Fig. 1: run 1, cell placement
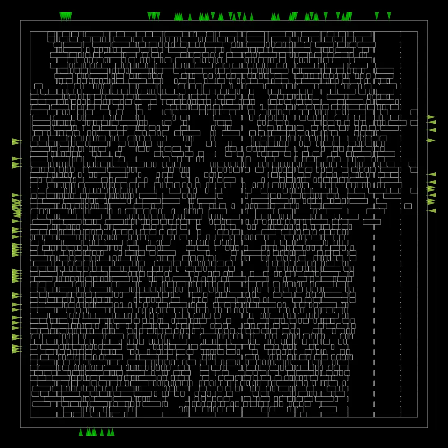
Fig. 2: run 1, wire density map
Scale: 2 px per um. The die is cut into 21 by 21 equal tiles; dark purple is low, yellow is high, scaled to the fullest tile. Values are wire area over tile area, all layers added.
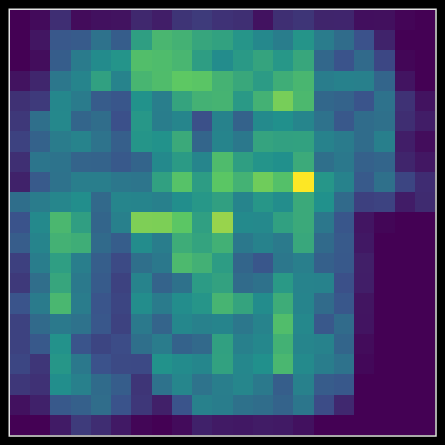
Fig. 3: run 1, floorplan with the power grid
Scale: 2 px per um. Pins as bars on the die edge.
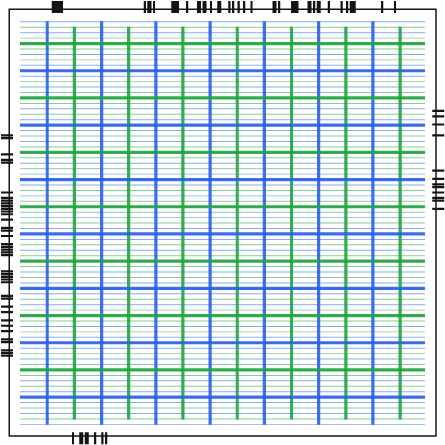
==> config.mk <==
export PLATFORM = sky130hd
export DESIGN_NAME = muldiv_sequencer_flat
export DESIGN_NICKNAME = d
export VERILOG_FILES = /design/src/rtl/muldiv_sequencer_if.sv /design/src/rtl/muldiv_sequencer.sv /design/src/flat_wrapper.sv
export SDC_FILE = /design/constraint.sdc
export NUM_CORES = 1
export LEC_CHECK = 0
export CELL_PAD_IN_SITES_DETAIL_PLACEMENT = 1
export CELL_PAD_IN_SITES_GLOBAL_PLACEMENT = 2
export CORE_MARGIN = 5
export CORE_UTILIZATION = 40
export CTS_CLUSTER_SIZE = 8
export DETAILED_ROUTE_END_ITERATION = 10
export DONT_BUFFER_PORTS = 1
export GPL_TIMING_DRIVEN = 0
export PLACE_DENSITY = 0.93
export SETUP_SLACK_MARGIN = 0.02
export SYNTH_ARGS = -nofsm -noshare
export SYNTH_HDL_FRONTEND = slang
export SYNTH_SLANG_ARGS = --single-unit
==> constraint.sdc <==
create_clock -name clk -period 4.25 [get_ports clk]
set_clock_uncertainty 0.2 [all_clocks]
set_input_delay 0.425 -clock clk [delete_from_list [all_inputs] [get_ports clk]]
set_output_delay 0.425 -clock clk [all_outputs]
set_load 0.005 [all_outputs]
==> src/rtl/muldiv_sequencer_if.sv <==
// rtl/muldiv_sequencer_if.sv - request/response bundle between the execute controller and the M-unit
// Signals:
//   start, flush      controller -> unit   request and pipeline-flush abort
//   Funct3            controller -> unit   M-op select (MUL..REMU)
//   SrcA, SrcB        controller -> unit   rs1 / rs2 operands
//   busy, done, stall unit -> controller   status, one-cycle completion pulse, hold request
//   Result            unit -> controller   registered result, held until the next done
interface muldiv_sequencer_if #(
  parameter int WIDTH = 32
);
  logic             start;
  logic             flush;
  logic [2:0]       Funct3;
  logic [WIDTH-1:0] SrcA;
  logic [WIDTH-1:0] SrcB;
  logic             busy;
  logic             done;
  logic             stall;
  logic [WIDTH-1:0] Result;

  modport master (
    output start, flush, Funct3, SrcA, SrcB,
    input  busy, done, stall, Result
  );

  modport slave (
    input  start, flush, Funct3, SrcA, SrcB,
    output busy, done, stall, Result
  );
endinterface

==> src/rtl/muldiv_sequencer.sv <==
// rtl/muldiv_sequencer.sv - iterative RV32M multiply/divide sequencer (shift-add / restoring divide)
// Ports:
//   clk    rising-edge clock
//   rst_n  asynchronous active-low reset
//   bus    muldiv_sequencer_if.slave: start/flush/Funct3/SrcA/SrcB in, busy/done/stall/Result out
module muldiv_sequencer #(
  parameter int WIDTH = 32
) (
  input  logic                clk,
  input  logic                rst_n,
  muldiv_sequencer_if.slave   bus
);

  localparam int CW = $clog2(WIDTH);

  localparam logic [2:0] S_IDLE = 3'd0;
  localparam logic [2:0] S_PREP = 3'd1;
  localparam logic [2:0] S_CALC = 3'd2;
  localparam logic [2:0] S_FIX  = 3'd3;
  localparam logic [2:0] S_DONE = 3'd4;

  localparam logic [WIDTH-1:0] MIN_NEG = {1'b1, {(WIDTH-1){1'b0}}};

  logic [2:0]         state;
  logic [2:0]         op;
  logic [WIDTH-1:0]   a_q;
  logic [WIDTH-1:0]   b_q;
  logic [WIDTH-1:0]   opb;       // multiplicand or divisor magnitude
  logic [2*WIDTH-1:0] acc;       // mul: {partial product, multiplier}; div: {remainder, quotient}
  logic [CW-1:0]      cnt;
  logic               res_neg;
  logic               div0;
  logic               ovf;
  logic [WIDTH-1:0]   result_q;

  // Operand conditioning (evaluated while in PREP from the captured operands)
  logic             a_signed;
  logic             b_signed;
  logic             sa;
  logic             sb;
  logic [WIDTH-1:0] abs_a;
  logic [WIDTH-1:0] abs_b;
  logic             ovf_det;

  always_comb begin
    a_signed = (op == 3'b001) || (op == 3'b010) || (op == 3'b100) || (op == 3'b110);
    b_signed = (op == 3'b001) || (op == 3'b100) || (op == 3'b110);
    sa       = a_signed && a_q[WIDTH-1];
    sb       = b_signed && b_q[WIDTH-1];
    abs_a    = sa ? -a_q : a_q;
    abs_b    = sb ? -b_q : b_q;
    // Only DIV and REM (signed) can overflow
    ovf_det  = op[2] && !op[0] && (a_q == MIN_NEG) && (&b_q);
  end

  // One iteration of either algorithm. Multiplication is commutative, so the
  // magnitude of SrcA is walked bit-by-bit from the low half while |SrcB| is added.
  logic [WIDTH:0]     mul_sum;
  logic [WIDTH:0]     rem_sh;
  logic               ge;
  logic [WIDTH-1:0]   sub_w;
  logic [2*WIDTH-1:0] calc_next;

  always_comb begin
    mul_sum = {1'b0, acc[2*WIDTH-1:WIDTH]} + {1'b0, (acc[0] ? opb : {WIDTH{1'b0}})};
    // Shifted partial remainder keeps the bit that would fall off the top
    rem_sh  = acc[2*WIDTH-1:WIDTH-1];
    ge      = rem_sh >= {1'b0, opb};
    // When ge holds the true difference is below the divisor, so WIDTH bits suffice
    sub_w   = rem_sh[WIDTH-1:0] - opb;
    if (op[2]) begin
      calc_next = {(ge ? sub_w : rem_sh[WIDTH-1:0]), acc[WIDTH-2:0], ge};
    end else begin
      calc_next = {mul_sum, acc[WIDTH-1:1]};
    end
  end

  // Sign fix-up, word selection and RISC-V special cases
  logic [2*WIDTH-1:0] prod;
  logic [WIDTH-1:0]   quo;
  logic [WIDTH-1:0]   rem;
  logic [WIDTH-1:0]   fix_val;

  always_comb begin
    prod = res_neg ? -acc : acc;
    quo  = res_neg ? -acc[WIDTH-1:0] : acc[WIDTH-1:0];
    rem  = res_neg ? -acc[2*WIDTH-1:WIDTH] : acc[2*WIDTH-1:WIDTH];
    case (op)
      3'b000:                 fix_val = prod[WIDTH-1:0];
      3'b001, 3'b010, 3'b011: fix_val = prod[2*WIDTH-1:WIDTH];
      3'b100, 3'b101: begin
        if (div0)      fix_val = {WIDTH{1'b1}};
        else if (ovf)  fix_val = MIN_NEG;
        else           fix_val = quo;
      end
      default: begin
        if (div0)      fix_val = a_q;
        else if (ovf)  fix_val = {WIDTH{1'b0}};
        else           fix_val = rem;
      end
    endcase
  end

  always_ff @(posedge clk or negedge rst_n) begin
    if (!rst_n) begin
      state    <= S_IDLE;
      op       <= 3'b000;
      a_q      <= '0;
      b_q      <= '0;
      opb      <= '0;
      acc      <= '0;
      cnt      <= '0;
      res_neg  <= 1'b0;
      div0     <= 1'b0;
      ovf      <= 1'b0;
      result_q <= '0;
    end else begin
      case (state)
        S_IDLE: begin
          if (bus.start && !bus.flush) begin
            op    <= bus.Funct3;
            a_q   <= bus.SrcA;
            b_q   <= bus.SrcB;
            state <= S_PREP;
          end
        end
        S_PREP: begin
          if (bus.flush) begin
            state <= S_IDLE;
          end else begin
            opb     <= abs_b;
            acc     <= {{WIDTH{1'b0}}, abs_a};
            cnt     <= CW'(WIDTH - 1);
            // Remainder takes the dividend's sign; everything else is sign(A)^sign(B)
            res_neg <= (op[2] && op[1]) ? sa : (sa ^ sb);
            div0    <= ~|b_q;
            ovf     <= ovf_det;
            state   <= S_CALC;
          end
        end
        S_CALC: begin
          if (bus.flush) begin
            state <= S_IDLE;
          end else begin
            acc <= calc_next;
            cnt <= cnt - CW'(1);
            if (cnt == '0) state <= S_FIX;
          end
        end
        S_FIX: begin
          if (bus.flush) begin
            state <= S_IDLE;
          end else begin
            result_q <= fix_val;
            state    <= S_DONE;
          end
        end
        S_DONE:  state <= S_IDLE;
        default: state <= S_IDLE;
      endcase
    end
  end

  assign bus.busy   = (state == S_PREP) || (state == S_CALC) || (state == S_FIX);
  // Raised combinationally in the request cycle so the pipeline holds immediately
  assign bus.stall  = bus.busy || ((state == S_IDLE) && bus.start && !bus.flush);
  assign bus.done   = (state == S_DONE);
  assign bus.Result = result_q;

endmodule

==> src/flat_wrapper.sv <==
// flat-port wrapper written by rule: the top's interface ports become plain ports
module muldiv_sequencer_flat 
#(
  parameter int WIDTH = 32
)
  (clk, rst_n, bus_start, bus_flush, bus_Funct3, bus_SrcA, bus_SrcB, bus_busy, bus_done, bus_stall, bus_Result);
  muldiv_sequencer_if #(.WIDTH(WIDTH)) bus_i ();
  input  logic clk;
  input  logic rst_n;
  input wire logic [$bits(bus_i.start)-1:0] bus_start;
  input wire logic [$bits(bus_i.flush)-1:0] bus_flush;
  input wire logic [$bits(bus_i.Funct3)-1:0] bus_Funct3;
  input wire logic [$bits(bus_i.SrcA)-1:0] bus_SrcA;
  input wire logic [$bits(bus_i.SrcB)-1:0] bus_SrcB;
  output wire logic [$bits(bus_i.busy)-1:0] bus_busy;
  output wire logic [$bits(bus_i.done)-1:0] bus_done;
  output wire logic [$bits(bus_i.stall)-1:0] bus_stall;
  output wire logic [$bits(bus_i.Result)-1:0] bus_Result;
  assign bus_i.start = bus_start;
  assign bus_i.flush = bus_flush;
  assign bus_i.Funct3 = bus_Funct3;
  assign bus_i.SrcA = bus_SrcA;
  assign bus_i.SrcB = bus_SrcB;
  assign bus_busy = bus_i.busy;
  assign bus_done = bus_i.done;
  assign bus_stall = bus_i.stall;
  assign bus_Result = bus_i.Result;
  muldiv_sequencer #(.WIDTH(WIDTH)) u_core (.clk(clk), .rst_n(rst_n), .bus(bus_i));
endmodule
==> results.toml, run 1 <==
# generated from flow reports
[run_status]
outcome = "finished, violations left"
violations = "negative hold slack"

[clock_network]
clock_sinks = 206
cts_resized = 13
tritoncts = "built"
clk_latency_ns = 0.58
cts_root_buf = "clkbuf_16"
cts_buffers = 30
hold_buffers = 69
cts.htree.levels = 1

[cells_and_area]
clkCellAreaFrac_pct = 4.41
largest-register = "u_core.acc"
seq_area_mm2 = 0.00516
seq_share_pct = 27.5
largest_reg_flops = 64
instances_no_fill = 2617
fillers = 4916
largestClassByArea = "logic gates"
final_nets = 2224
layout_top_cells = "240 x nand2_1, 204 x dfrtp_1, 193 x o21ai_0"
fin_util_pct = 46.0

[placed_design]
pre_cts_slack_ns = -0.801
portBuffers = 0
placed_area_mm2 = 0.0171

[yosys]
largest_area_cell = "dfrtp_1"
xor_area_share_pct = 11.0
synth_area_mm2 = 0.0164
ys_seq_share_pct = 31.4
mux_share_pct = 7.05
synthTopLogicFamily = "AND-OR/OR-AND gates"
edf_count = 0
syn_nets = 2122
yosysTopAreaCellShare_pct = 31.4
postSynthAreaPerCell_um2 = 8.30
synth_cell_type_count = 78
yosys-top-cells-area = "dfrtp_1 31%, xnor2_1 7.6%, o21ai_0 5.9%"
yosys_warnings = 0

[sta]
hold_slack_ns = -0.656
hold_viol = 206
max_freq_mhz = 242
worst_pin_slew_ns = 1.28

[drt]
ant_nets = 0
met3WireLength_um = 4780
totalWireLength_um = 69700
wl_met2_um = 31800
via_per_inst = 6.26
wl_per_cell_um = 26.6
wl_met1_um = 31000
dr.pass1.iters = 5

[setup_path]
crit_path_cell_trace = "inv_1 > buf_2 > nor2_1 > ha_1 > clkbuf_1 > a21oi_1 > o21ai_0 > a21oi_1 > nand3_1 > a2111oi_4 > nor3b_2 > a41o_1 > xnor2_1 > a221o_1"
start_kind = "flop"
crit_family = "AND-OR/OR-AND gates"
ff2ff_path_depth = 14
crit_end = "u_core.acc[58]"
rr_startpoint = "u_core.acc[0]"
crit_required_ns = 4.51
worst_path_max_delay_cell = "a2111oi_4"

[pwr]
p_total_mw = 15.9
p_per_area_mw_per_mm2 = 850
total_leakage_power_nw = 7.85

[flow_run]
warning_count = 33
maxCapViolCount = 0

[global_route]
grt_usage_pct = 30.2
use_met1_pct = 42.7
grt_pass1_vias = 16849
antenna_found_initial = 1
gr-usage-met2_pct = 48.6

[floorplanning]
fp.coreArea_mm2 = 0.0407
fp_util_pct = 40.3
Back to the opening pictures, Fig. 1:
Flops: 206
TAP cells: 532

Back to the opening pictures, Fig. 2:
tiles over half the peak: 22%
fullest tile: 0.74
densest ninth of the die: middle
nearly empty tiles: 12%

Back to the opening pictures, Fig. 3:
| color | net |
|---|---|
| green | VDD |
| blue | VSS |
met1 rails: 75
rows: 74
signal pins: 106
met5 straps: 14
met4 straps: 14
die width: 213 um
die height: 213 um

## run 1: synthesized netlist by cell type, types with 9 or more instances
cell	count
nand4_1	25
a221o_1	9
mux2_2	69
o31ai_1	39
clkbuf_1	109
nand3_1	24
a211oi_1	27
nand2b_1	10
xnor2_1	143
a21o_1	25
nor2_1	151
nor4_1	20
buf_1	15
and2_1	12
and3_1	14
a31oi_1	19
nand2_1	240
inv_1	72
dfrtp_1	206
ha_1	71
nor2b_1	10
o21ai_0	193
a221oi_1	62
nor3_1	44
xor2_1	64
mux2i_1	38
a21oi_1	115
o21a_1	11
or3_1	14
o41ai_1	11
## run 1: where the power goes
part | internal [mW] | switching, mW
clock network | 1.32 | 0.928
logic | 3.65 | 6.14
registers | 2.69 | 1.18
total | 7.66 | 8.25
## Run 2: what changed since run 1
- SLEW_MARGIN: default -> 10
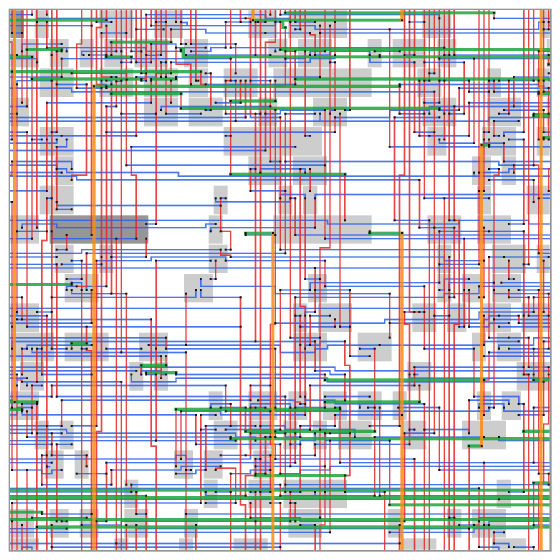
Fig. 4. A small window of the routed layout (run 2).
Region (81, 124) to (131, 174) um. Cells in gray, sequential cells in the stronger gray; small squares are vias.
| color | layer |
|---|---|
| red | met2 |
| blue | met1 |
| orange | met4 |
| green | met3 |
most frequent: xnor2_1 (18), nand2_1 (14), o21ai_0 (13)
sequential cells in the window: 1
netlist names of flops here include: u_core.bus.Result (1)
cells with their middle in the window: 120

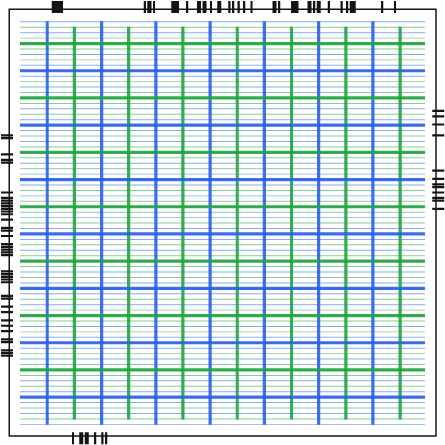
Fig. 5. Floorplan with the power grid (run 2).
Scale: 2 px per um. Pins as bars on the die edge.
| color | net |
|---|---|
| green | VDD |
| blue | VSS |
met5 straps: 14
met1 rails: 75
met4 straps: 14
rows: 74

==> results.toml, run 2 <==
# generated from flow reports
[run_status]
outcome = "finished, violations left"
violations = "negative hold slack"

[cells_and_area]
sh_comb_area_pct = 56.4
clkCellAreaFrac_pct = 4.41
logic_gate_count = 1566
fillers = 4916
layout_top_cells = "240 x nand2_1, 204 x dfrtp_1, 192 x o21ai_0"
largest-register = "u_core.acc"
seq_share_pct = 27.5
largestClassByArea = "logic gates"
instances_no_fill = 2617
final_nets = 2224
fin_util_pct = 46.0
largest_reg_flops = 64
seq_area_mm2 = 0.00516

[pwr]
power_sequential_mw = 3.87
p_switching_mw = 8.25
p_per_area_mw_per_mm2 = 850
seqPwrFrac_pct = 24.3
p_total_mw = 15.9
power.group.top = "combinational logic"
combPwrFrac_pct = 61.5
p_int_mw = 7.66
power_frac_clock_pct = 14.1
pg_clk_mw = 2.25
total_leakage_power_nw = 7.85
swShare_pct = 51.8
comb-power_mw = 9.79

[sta]
hold_slack_ns = -0.655
worst_pin_slew_ns = 1.11
hold_viol = 206
fin_ws_ns = 0.116
max_freq_mhz = 242

[clock_network]
clock_sinks = 206
clk_latency_ns = 0.58
cts_root_buf = "clkbuf_16"
cts.htree.levels = 1
cts_buffers = 30
tritoncts = "built"
hold_buffers = 69

[yosys]
top_cell = "nand2_1"
ys_cells = 1978
synth_cell_type_count = 78
syn_nets = 2122
synth_area_mm2 = 0.0164
common_cells = "240 x nand2_1, 206 x dfrtp_1, 193 x o21ai_0, 151 x nor2_1, 143 x xnor2_1"
async_flop_share_pct = 100
largest_area_cell = "dfrtp_1"
ys_seq_share_pct = 31.4
postSynthAreaPerCell_um2 = 8.30
yosysTopAreaCellShare_pct = 31.4
yosys_warnings = 0

[drt]
wl_met1_um = 31100
dr.pass1.iters = 5
via_per_inst = 6.25
wl_per_cell_um = 26.6
totalWireLength_um = 69700
ant_nets = 0
met3WireLength_um = 4700
wl_met2_um = 31800

[global_route]
grt_usage_pct = 30.2
use_met1_pct = 42.7
gr-usage-met2_pct = 48.6
antenna_found_initial = 1

[setup_path]
worst_path_max_delay_cell = "a2111oi_4"
crit_required_ns = 4.51
endpoint_kind = "flop"
crit_path_cell_trace = "inv_1 > buf_2 > nor2_1 > ha_1 > clkbuf_1 > a21oi_1 > o21ai_0 > a21oi_1 > nand3_1 > a2111oi_4 > nor3b_2 > a41o_1 > xnor2_1 > a221o_1"
crit_path_max_incr_delay_ns = 0.49
start_kind = "flop"
rr_startpoint = "u_core.acc[0]"
crit_end = "u_core.acc[58]"

[floorplanning]
die_w_um = 213
fp_util_pct = 40.3
fp.coreArea_mm2 = 0.0407
taps = 532

[placed_design]
portBuffers = 0
placed_area_mm2 = 0.0171
pre_cts_slack_ns = -0.801

[flow_run]
warning_count = 33
maxCapViolCount = 0
## run 2: logic make-up after synthesis
kind of cell    count (synthesis)  synth area share [%]
simple gates                  597                  16.7
compound gates                582                  23.2
xor+xnor                      207                  11.0
buf+inv                       206                  4.89
flops                         206                  31.4
mux                           107                  7.05
fa+ha+maj                      73                  5.65
## run 2: worst reg2reg max path: cells and delay by family, from the launching register on
| kind | cells | cell delay [ns] |
|---|---|---|
| AOI/OAI and AO/OA | 6 | 1.73 |
| xor gates and xnor gates | 1 | 0.13 |
| adders and majority gates | 1 | 0.28 |
| buffers and inverters | 3 | 0.67 |
| DFF | 1 | 0.48 |
| and+or+nand+nor | 3 | 0.53 |
## run 2: what timing repair did
item,in CTS,in global routing
setup buffers,1,1
hold endpoints to repair,274,206
setup endpoints to repair,49,30
pin swaps,1,1
gates resized,13,11
## Run 3: what changed since run 2
- CELL_PAD_IN_SITES_DETAIL_PLACEMENT: 1 -> 0
- CELL_PAD_IN_SITES_GLOBAL_PLACEMENT: 2 -> 1
- CORE_UTILIZATION: 40 -> 50
- PLACE_DENSITY: 0.93 -> 0.94
==> results.toml, run 3 <==
# generated from flow reports
[run_status]
outcome = "finished, violations left"
violations = "negative hold slack"

[setup_path]
worst_path_max_delay_cell = "dfrtp_2"
crit_path_max_incr_delay_ns = 0.49
rr_startpoint = "u_core.acc[0]"
crit_end = "u_core.acc[58]"
ff2ff_path_depth = 14
crit_path_cell_trace = "inv_1 > clkbuf_2 > nor2_1 > ha_1 > clkbuf_1 > a21oi_1 > o21ai_0 > a21oi_1 > nand3_1 > a2111oi_4 > nor3b_2 > a41o_1 > xnor2_1 > a221o_1"
crit_required_ns = 4.53
crit_family = "AND-OR/OR-AND gates"

[cells_and_area]
seq_share_pct = 27.7
flops = 206
fillers = 2954
fin_util_pct = 57.3
largest_reg_flops = 64
largestClassByArea = "logic gates"
sh_comb_area_pct = 56.7

[yosys]
synth_area_mm2 = 0.0164
common_cells = "240 x nand2_1, 206 x dfrtp_1, 193 x o21ai_0, 151 x nor2_1, 143 x xnor2_1"
syn_nets = 2122
top_cell = "nand2_1"
yosysTopAreaCellShare_pct = 31.4
yosys_warnings = 0
yosys-top-cells-area = "dfrtp_1 31%, xnor2_1 7.6%, o21ai_0 5.9%"
largest_area_cell = "dfrtp_1"

[global_route]
grt_usage_pct = 32.9
gr-usage-met2_pct = 51.3
antenna_found_initial = 1

[placed_design]
pre_cts_slack_ns = -0.564

[pwr]
p_total_mw = 15.6

[clock_network]
cts_root_buf = "clkbuf_16"
clk_latency_ns = 0.60
tritoncts = "built"

[sta]
hold_viol = 206
worst_pin_slew_ns = 1.10
max_freq_mhz = 248
hold_slack_ns = -0.663

[drt]
via_per_inst = 6.44
dr.pass1.iters = 6
wl_met2_um = 26900
met3WireLength_um = 6210

[flow_run]
maxCapViolCount = 0

[floorplanning]
fp_util_pct = 50.6
taps = 442
-- run 3: repair_timing --
action	in CTS	in global routing
gates resized	10	11
pin swaps	1	1
setup buffers	1	1
setup endpoints to repair	49	29
endpoints found under the hold margin	274	206
-- run 3: kinds of logic after synthesis --
family,after synthesis,synth area share (%)
mux,107,7.05
simple gates,597,16.7
flops,206,31.4
buf+inv,206,4.89
xor+xnor,207,11.0
fa+ha+maj,73,5.65
compound gates,582,23.2
-- run 3: power by group --
group / switching, mW / internal (mW) / leakage [nW] / total (mW)
clock network: 0.912 / 1.28 / 0.403 / 2.20
logic: 5.89 / 3.63 / 4.89 / 9.52
registers: 1.14 / 2.69 / 2.55 / 3.84
total: 7.95 / 7.61 / 7.84 / 15.6
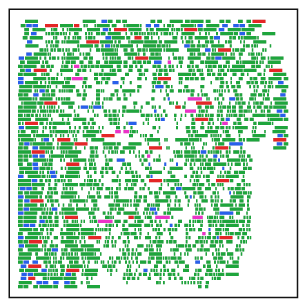
Fig. 6. Cell sizes after repair (run 3).
Scale: 1.5 px per um.
| color | size | cells | share |
|---|---|---|---|
| red | drive 6 and up | 36 | 1.7% |
| magenta | drive 3 to 4 | 13 | 0.62% |
| green | drive 1 or less | 1934 | 93% |
| blue | drive 2 | 102 | 4.9% |
post-route cell area: 0.0186 mm^2
Final WS setup: 0.217 ns

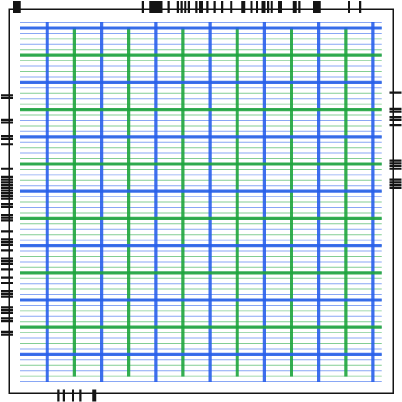
Fig. 7. Floorplan with the power grid (run 3).
Scale: 2 px per um. Pins as bars on the die edge.
| color | net |
|---|---|
| blue | VSS |
| green | VDD |
rows: 66
met1 rails: 67
signal pins: 106
Core Region: 0.0325 mm^2
die width: 191 um
die height: 191 um

Power is estimated from default activity; no workload was simulated.
